File: config.mk
export PLATFORM = sky130hd
export DESIGN_NAME = com_bus_arbiter_flat
export DESIGN_NICKNAME = d
export VERILOG_FILES = /design/src/rtl/com_bus_arbiter_if.sv /design/src/rtl/com_bus_arbiter.sv /design/src/flat_wrapper.sv
export SDC_FILE = /design/constraint.sdc
export NUM_CORES = 1
export LEC_CHECK = 0
export CAP_MARGIN = 40
export CELL_PAD_IN_SITES_DETAIL_PLACEMENT = 0
export CELL_PAD_IN_SITES_GLOBAL_PLACEMENT = 1
export CORE_ASPECT_RATIO = 0.7
export CORE_MARGIN = 10
export CORE_UTILIZATION = 25
export DETAILED_ROUTE_END_ITERATION = 6
export GPL_ROUTABILITY_DRIVEN = 0
export PLACE_DENSITY_LB_ADDON = 0.3
export REMOVE_ABC_BUFFERS = 1
export SLEW_MARGIN = 20
export SYNTH_ARGS = -nofsm -noshare
export SYNTH_HDL_FRONTEND = slang
export SYNTH_SLANG_ARGS = --single-unit
File: constraint.sdc
create_clock -name clk -period 6.5 [get_ports clk]
set_clock_uncertainty 0.05 [all_clocks]
set_input_delay 0.975 -clock clk [delete_from_list [all_inputs] [get_ports clk]]
set_output_delay 0.975 -clock clk [all_outputs]
set_load 0.01 [all_outputs]
File: src/rtl/com_bus_arbiter_if.sv
// Common-bus arbitration interface: request lines from proc/snoop/memory
// agents and the registered grants returned by com_bus_arbiter.
// master = requester side, slave = arbiter side.
interface com_bus_arbiter_if #(
  parameter int NUM_PROC  = 8,
  parameter int NUM_SNOOP = 4
);
  logic [NUM_PROC-1:0]  Com_Bus_Req_proc;
  logic [NUM_SNOOP-1:0] Com_Bus_Req_snoop;
  logic                 Mem_snoop_req;
  logic [NUM_PROC-1:0]  Com_Bus_Gnt_proc;
  logic [NUM_SNOOP-1:0] Com_Bus_Gnt_snoop_v;
  logic                 Com_Bus_Gnt_snoop;
  logic                 Mem_snoop_gnt;
  logic                 Timeout_err;

  modport master (
    output Com_Bus_Req_proc, Com_Bus_Req_snoop, Mem_snoop_req,
    input  Com_Bus_Gnt_proc, Com_Bus_Gnt_snoop_v, Com_Bus_Gnt_snoop,
           Mem_snoop_gnt, Timeout_err
  );

  modport slave (
    input  Com_Bus_Req_proc, Com_Bus_Req_snoop, Mem_snoop_req,
    output Com_Bus_Gnt_proc, Com_Bus_Gnt_snoop_v, Com_Bus_Gnt_snoop,
           Mem_snoop_gnt, Timeout_err
  );
endinterface

File: src/rtl/com_bus_arbiter.sv
// com_bus_arbiter: common-bus arbiter for the MESI multiprocessor cache system.
// Round-robin bus ownership among processor-side cache controllers; while a
// proc owns the bus, the data phase goes round-robin to one snooping cache,
// or to memory when no cache snooper asks (a cache holding M supplies data).
// All grants are registered. Optional owner-hold timeout is enabled by
// defining ARB_TIMEOUT_EN; without it the bus is held indefinitely and
// Timeout_err is tied low.
module com_bus_arbiter #(
  parameter int NUM_PROC       = 8,
  parameter int NUM_SNOOP      = 4,
  parameter int TIMEOUT_CYCLES = 64
) (
  input  logic               clk,
  input  logic               rst,
  com_bus_arbiter_if.slave   bus
);

  localparam int PW = (NUM_PROC  > 1) ? $clog2(NUM_PROC)  : 1;
  localparam int SW = (NUM_SNOOP > 1) ? $clog2(NUM_SNOOP) : 1;
  localparam logic [NUM_PROC-1:0]  PROC_ONE = NUM_PROC'(1);
  localparam logic [NUM_SNOOP-1:0] SNP_ONE  = NUM_SNOOP'(1);

  if (TIMEOUT_CYCLES < 2) begin : g_bad_timeout
    $error("com_bus_arbiter: TIMEOUT_CYCLES must be >= 2");
  end

  typedef enum logic [1:0] {
    IDLE      = 2'd0,
    PROC_OWN  = 2'd1,
    SNOOP_OWN = 2'd2,
    MEM_OWN   = 2'd3
  } state_t;

  state_t                r_state;
  logic [NUM_PROC-1:0]   r_gnt_proc;
  logic [NUM_SNOOP-1:0]  r_gnt_snp;
  logic                  r_mem_gnt;
  logic [PW-1:0]         r_proc_ptr;
  logic [SW-1:0]         r_snp_ptr;
  logic [PW-1:0]         r_owner;
  logic [SW-1:0]         r_snp_idx;

  logic                  w_proc_any;
  logic [PW-1:0]         w_proc_win;
  logic [PW-1:0]         w_proc_nxt;
  logic                  w_snp_any;
  logic [SW-1:0]         w_snp_win;
  logic [SW-1:0]         w_snp_nxt;
  logic                  w_owner_req;
  logic                  w_snp_req;
  logic                  w_timeout;

  // Proc round-robin pick: first requester at or after r_proc_ptr, wrapping.
  always_comb begin
    int w_idx;
    w_proc_any = 1'b0;
    w_proc_win = '0;
    w_idx      = 0;
    for (int k = 0; k < NUM_PROC; k++) begin
      w_idx = int'(r_proc_ptr) + k;
      if (w_idx >= NUM_PROC) w_idx = w_idx - NUM_PROC;
      if (!w_proc_any && bus.Com_Bus_Req_proc[PW'(w_idx)]) begin
        w_proc_any = 1'b1;
        w_proc_win = PW'(w_idx);
      end
    end
  end

  // Snooper round-robin pick, same rule with its own pointer.
  always_comb begin
    int w_idx;
    w_snp_any = 1'b0;
    w_snp_win = '0;
    w_idx     = 0;
    for (int k = 0; k < NUM_SNOOP; k++) begin
      w_idx = int'(r_snp_ptr) + k;
      if (w_idx >= NUM_SNOOP) w_idx = w_idx - NUM_SNOOP;
      if (!w_snp_any && bus.Com_Bus_Req_snoop[SW'(w_idx)]) begin
        w_snp_any = 1'b1;
        w_snp_win = SW'(w_idx);
      end
    end
  end

  // Pointer moves just past the winner so it goes to the back of the line.
  assign w_proc_nxt  = (w_proc_win == PW'(NUM_PROC - 1))  ? '0 : w_proc_win + 1'b1;
  assign w_snp_nxt   = (w_snp_win  == SW'(NUM_SNOOP - 1)) ? '0 : w_snp_win  + 1'b1;

  // Only the current owner's / granted snooper's request matters once granted.
  assign w_owner_req = bus.Com_Bus_Req_proc[r_owner];
  assign w_snp_req   = bus.Com_Bus_Req_snoop[r_snp_idx];

`ifdef ARB_TIMEOUT_EN
  localparam int CW = (TIMEOUT_CYCLES > 2) ? $clog2(TIMEOUT_CYCLES) : 1;

  logic [CW-1:0] r_cnt;
  logic          r_tmo_err;

  // Fires on the cycle the owner has already held the bus TIMEOUT_CYCLES cycles.
  assign w_timeout = (r_state != IDLE) && (r_cnt == CW'(TIMEOUT_CYCLES - 1));

  // Hold counter: zero while idle (so every fresh grant starts at 0), counts
  // every owned cycle including snoop/memory data phases of the same owner.
  always_ff @(posedge clk) begin
    if (rst)                             r_cnt <= '0;
    else if (r_state == IDLE || w_timeout) r_cnt <= '0;
    else                                 r_cnt <= r_cnt + 1'b1;
  end

  // Sticky timeout flag, cleared only by reset.
  always_ff @(posedge clk) begin
    if (rst)            r_tmo_err <= 1'b0;
    else if (w_timeout) r_tmo_err <= 1'b1;
  end

  assign bus.Timeout_err = r_tmo_err;
`else
  assign w_timeout       = 1'b0;
  assign bus.Timeout_err = 1'b0;
`endif

  // Arbitration FSM: owns every grant register and both RR pointers.
  always_ff @(posedge clk) begin
    if (rst) begin
      r_state    <= IDLE;
      r_gnt_proc <= '0;
      r_gnt_snp  <= '0;
      r_mem_gnt  <= 1'b0;
      r_proc_ptr <= '0;
      r_snp_ptr  <= '0;
      r_owner    <= '0;
      r_snp_idx  <= '0;
    end else begin
      case (r_state)
        IDLE: begin
          r_gnt_proc <= '0;
          r_gnt_snp  <= '0;
          r_mem_gnt  <= 1'b0;
          if (w_proc_any) begin
            r_state    <= PROC_OWN;
            r_owner    <= w_proc_win;
            r_gnt_proc <= PROC_ONE << w_proc_win;
            r_proc_ptr <= w_proc_nxt;
          end
        end
        PROC_OWN: begin
          if (w_timeout || !w_owner_req) begin
            r_state    <= IDLE;
            r_gnt_proc <= '0;
            r_gnt_snp  <= '0;
            r_mem_gnt  <= 1'b0;
          end else if (w_snp_any) begin
            // Cache snoopers win over memory for the data phase.
            r_state   <= SNOOP_OWN;
            r_snp_idx <= w_snp_win;
            r_gnt_snp <= SNP_ONE << w_snp_win;
            r_snp_ptr <= w_snp_nxt;
          end else if (bus.Mem_snoop_req) begin
            r_state   <= MEM_OWN;
            r_mem_gnt <= 1'b1;
          end
        end
        SNOOP_OWN: begin
          if (w_timeout || !w_owner_req) begin
            // Owner abandoned the transaction: drop everything.
            r_state    <= IDLE;
            r_gnt_proc <= '0;
            r_gnt_snp  <= '0;
            r_mem_gnt  <= 1'b0;
          end else if (!w_snp_req) begin
            // Back through PROC_OWN so the next snooper waits at least a cycle.
            r_state   <= PROC_OWN;
            r_gnt_snp <= '0;
          end
        end
        MEM_OWN: begin
          if (w_timeout || !w_owner_req) begin
            r_state    <= IDLE;
            r_gnt_proc <= '0;
            r_gnt_snp  <= '0;
            r_mem_gnt  <= 1'b0;
          end else if (!bus.Mem_snoop_req) begin
            r_state   <= PROC_OWN;
            r_mem_gnt <= 1'b0;
          end
        end
        default: begin
          r_state    <= IDLE;
          r_gnt_proc <= '0;
          r_gnt_snp  <= '0;
          r_mem_gnt  <= 1'b0;
        end
      endcase
    end
  end

  assign bus.Com_Bus_Gnt_proc    = r_gnt_proc;
  assign bus.Com_Bus_Gnt_snoop_v = r_gnt_snp;
  assign bus.Com_Bus_Gnt_snoop   = |r_gnt_snp;
  assign bus.Mem_snoop_gnt       = r_mem_gnt;

endmodule
File: src/flat_wrapper.sv
// flat-port wrapper written by rule: the top's interface ports become plain ports
module com_bus_arbiter_flat 
#(
  parameter int NUM_PROC       = 8,
  parameter int NUM_SNOOP      = 4,
  parameter int TIMEOUT_CYCLES = 64
)
  (clk, rst, bus_Com_Bus_Req_proc, bus_Com_Bus_Req_snoop, bus_Mem_snoop_req, bus_Com_Bus_Gnt_proc, bus_Com_Bus_Gnt_snoop_v, bus_Com_Bus_Gnt_snoop, bus_Mem_snoop_gnt, bus_Timeout_err);
  com_bus_arbiter_if #(.NUM_PROC(NUM_PROC), .NUM_SNOOP(NUM_SNOOP)) bus_i ();
  input  logic clk;
  input  logic rst;
  input wire logic [$bits(bus_i.Com_Bus_Req_proc)-1:0] bus_Com_Bus_Req_proc;
  input wire logic [$bits(bus_i.Com_Bus_Req_snoop)-1:0] bus_Com_Bus_Req_snoop;
  input wire logic [$bits(bus_i.Mem_snoop_req)-1:0] bus_Mem_snoop_req;
  output wire logic [$bits(bus_i.Com_Bus_Gnt_proc)-1:0] bus_Com_Bus_Gnt_proc;
  output wire logic [$bits(bus_i.Com_Bus_Gnt_snoop_v)-1:0] bus_Com_Bus_Gnt_snoop_v;
  output wire logic [$bits(bus_i.Com_Bus_Gnt_snoop)-1:0] bus_Com_Bus_Gnt_snoop;
  output wire logic [$bits(bus_i.Mem_snoop_gnt)-1:0] bus_Mem_snoop_gnt;
  output wire logic [$bits(bus_i.Timeout_err)-1:0] bus_Timeout_err;
  assign bus_i.Com_Bus_Req_proc = bus_Com_Bus_Req_proc;
  assign bus_i.Com_Bus_Req_snoop = bus_Com_Bus_Req_snoop;
  assign bus_i.Mem_snoop_req = bus_Mem_snoop_req;
  assign bus_Com_Bus_Gnt_proc = bus_i.Com_Bus_Gnt_proc;
  assign bus_Com_Bus_Gnt_snoop_v = bus_i.Com_Bus_Gnt_snoop_v;
  assign bus_Com_Bus_Gnt_snoop = bus_i.Com_Bus_Gnt_snoop;
  assign bus_Mem_snoop_gnt = bus_i.Mem_snoop_gnt;
  assign bus_Timeout_err = bus_i.Timeout_err;
  com_bus_arbiter #(.NUM_PROC(NUM_PROC), .NUM_SNOOP(NUM_SNOOP), .TIMEOUT_CYCLES(TIMEOUT_CYCLES)) u_core (.clk(clk), .rst(rst), .bus(bus_i));
endmodule
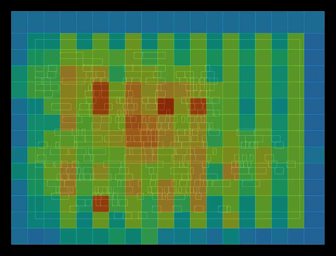
congestion.png
routed len/inst: 15.9 um
met3 Resource Use GR: 2.13%
Overall Global Routing Usage: 9.48%

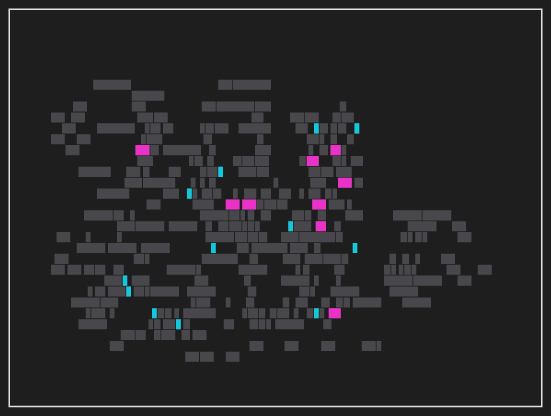
logic_types.png
(4 px per um)
colour	family	cells
magenta	non-inverting ao/oa cells	9
cyan	inv cells	12

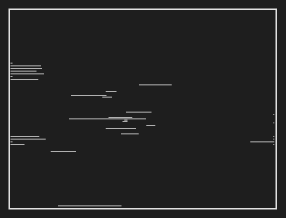
layer_met3.png
(2 px per um)
longest straight run	38.2 um
nets with wire on the layer	29
share of all routed wire	4.9%

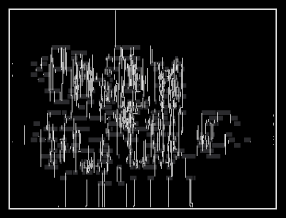
layer_met2.png
(2 px per um) Cells faint in the background.
wire length on this layer	2430 um
share of all routed wire	39%

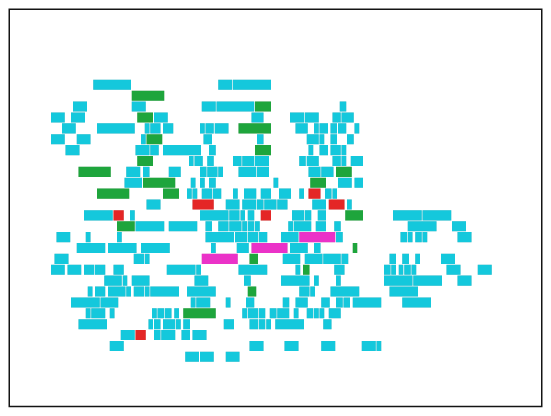
sizes.png
(4 px per um)
colour	size	cells	share
red	_3 and _4 cells	6	2.2%
green	_2 cells	20	7.2%
magenta	_6 and larger	3	1.1%
cyan	_0 and _1 cells	248	90%

==> run summary <==
Outcome - finished clean
Routed WL - 6320 um
Post-DP HPWL - 4940 um
I/O Pins - 30
Slowest CP cell - dfxtp_1
CTS tree - yes
Fp_density - 26.0%
Asr flop ratio synth - 0%
Post-Synthesis Cells - 256
LEAKAGE - 0.978 nW
Initial antenna violation count - 0
RSZ-0062 raised after global routing - false
Filler Cells Inserted - 919
CP top delay family - AND-OR/OR-AND gates
Sequential share of the synthesized area - 22.5%
Log Warnings - 33
Cell Chain, Critical Path - inv_1 > ha_1 > mux2_2 > a221o_1 > nor3_1 > o211ai_1 > o32a_1 > or2_0 > inv_2 > ha_1 > nor2_1 > a32oi_1 > o41ai_1
Vias per inst - 5.13
Remaining antenna violation count - 0
Post-CTS sizing - 0
Critical Path AT - 4.92 ns
Flip-flops with a built-in enable - 0
Largest net degree at the start of global routing - 22
CP required - 6.58 ns
Ys Warns - 0
Root Driver - clkbuf_16
Critical Path Fanout Max - 21
First-pass GRT wire length - 10600 um
Max Clock Freq - 0.207 GHz
Synthesized registers - 25
Dominant cell area share - 22.5%
Crit start category - flip-flop
Top FF cell, synth - dfxtp_1
Area grow syn2layout - 20.6%
Pwr/cell area - 440 nW/um^2
FP Rows - 28
Tcrit/Tclk final - 74.5%
YS chip area - 2230 um^2
Slew @ Worst Pin - 0.851 ns
Max Root-Sink Buffers - 2
# port buffers - 28
Final Slew Violations - 0
Latest clock arrival within the worst-skew pair - 0.26 ns
Min cycle time layout - 4.84 ns
Drt pass-1 iters - 4
Slew HR - 43.0%
Die Y - 98.9 um
Critical path class - reg -> reg
worst paths after layout:
check / start / to / slack (ns) / cells after the start
worst max-delay path: u_core.r_proc_ptr[0]$_SDFFE_PP0P_ / u_core.r_proc_ptr[0]$_SDFFE_PP0P_ / 1.66 / 13
worst min-delay path: u_core.bus.Com_Bus_Gnt_proc[4]$_SDFFE_PP0P_ / u_core.bus.Com_Bus_Gnt_proc[4]$_SDFFE_PP0P_ / 0.40 / 2
worst max register to register: u_core.r_proc_ptr[0]$_SDFFE_PP0P_ / u_core.r_proc_ptr[0]$_SDFFE_PP0P_ / 1.66 / 13
worst min register to register: u_core.bus.Com_Bus_Gnt_proc[4]$_SDFFE_PP0P_ / u_core.bus.Com_Bus_Gnt_proc[4]$_SDFFE_PP0P_ / 0.40 / 2
state kept, by name, indices dropped and copies added, names as in the netlist:
name	flops
u_core.bus.Com_Bus_Gnt_proc	8
u_core.bus.Com_Bus_Gnt_snoop_v	4
u_core.bus.Mem_snoop_gnt	1
u_core.r_owner	3
u_core.r_proc_ptr	3
u_core.r_snp_idx	2
u_core.r_snp_ptr	2
u_core.r_state	2
per-layer routing:
layer / global-route usage [%] / wire length, um
met1: 14.8 / 3540
met2: 12.6 / 2430
met3: 2.13 / 306
met4: 1.52 / 36
met5: 0 / 0
cell type report:
type	instances	area [um^2]	area share (%)
Clock buffer	3	75.1	2.80
Clock inverter	1	5.00	0.186
Tap cell	120	150	5.59
Multi-Input combinational cell	205	1610	59.8
Inverter	12	45.0	1.68
Sequential cell	25	500	18.6
Timing Repair Buffer	31	303	11.3
cell families (layout without fill, tap and decap cells):
family / after synthesis / in the layout / synth area share [%]
and+or+nand+nor: 84 / 84 / 18.7
muxes: 33 / 33 / 22.5
xor gates and xnor gates: 3 / 3 / 1.18
AOI/OAI and AO/OA: 72 / 72 / 22.8
other: 1 / 1 / 0.168
buffers and inverters: 26 / 47 / 5.40
DFF: 25 / 25 / 22.5
adders and majority gates: 12 / 12 / 6.75
worst min-delay path: stages, from the launching register on:
cell     delay, ns
dfxtp_1       0.31
nand2_1       0.05
o21ai_1       0.05
stage by stage:
| step | hold slack (ns) | total power, mW | cell area [um^2] | worst slack (ns) | cells |
|---|---|---|---|---|---|
| floorplan | 0.419 | 0.804 | 2150 | 2.39 | 242 |
| global placement | 0.415 | 1.05 | 2600 | 1.86 | 393 |
| detailed placement | 0.397 | 1.04 | 2600 | 1.71 | 393 |
| CTS | 0.406 | 1.18 | 2680 | 1.68 | 397 |
| global route | 0.437 | 1.29 | 2680 | 1.29 | 397 |
| finish | 0.401 | 1.18 | 2680 | 1.66 | 397 |
synth_stat cells, types with 7 or more instances:
library cell  count
ha_1             12
dfxtp_1          25
nor2_1           33
o21ai_0          11
clkbuf_1          8
inv_1            10
mux2_2            8
a21oi_1          13
mux2i_1          13
nand2b_1         10
nor3_1            7
nand2_1          13
a22oi_1           9
power breakdown:
part / leakage [nW] / internal (mW) / total [mW] / switching (mW)
clock network: 0.0409 / 0.0827 / 0.134 / 0.0514
logic: 0.733 / 0.353 / 0.801 / 0.449
registers: 0.204 / 0.191 / 0.245 / 0.0537
total: 0.978 / 0.627 / 1.18 / 0.554
No activity file was given, so power comes from the tool's default toggle rates.
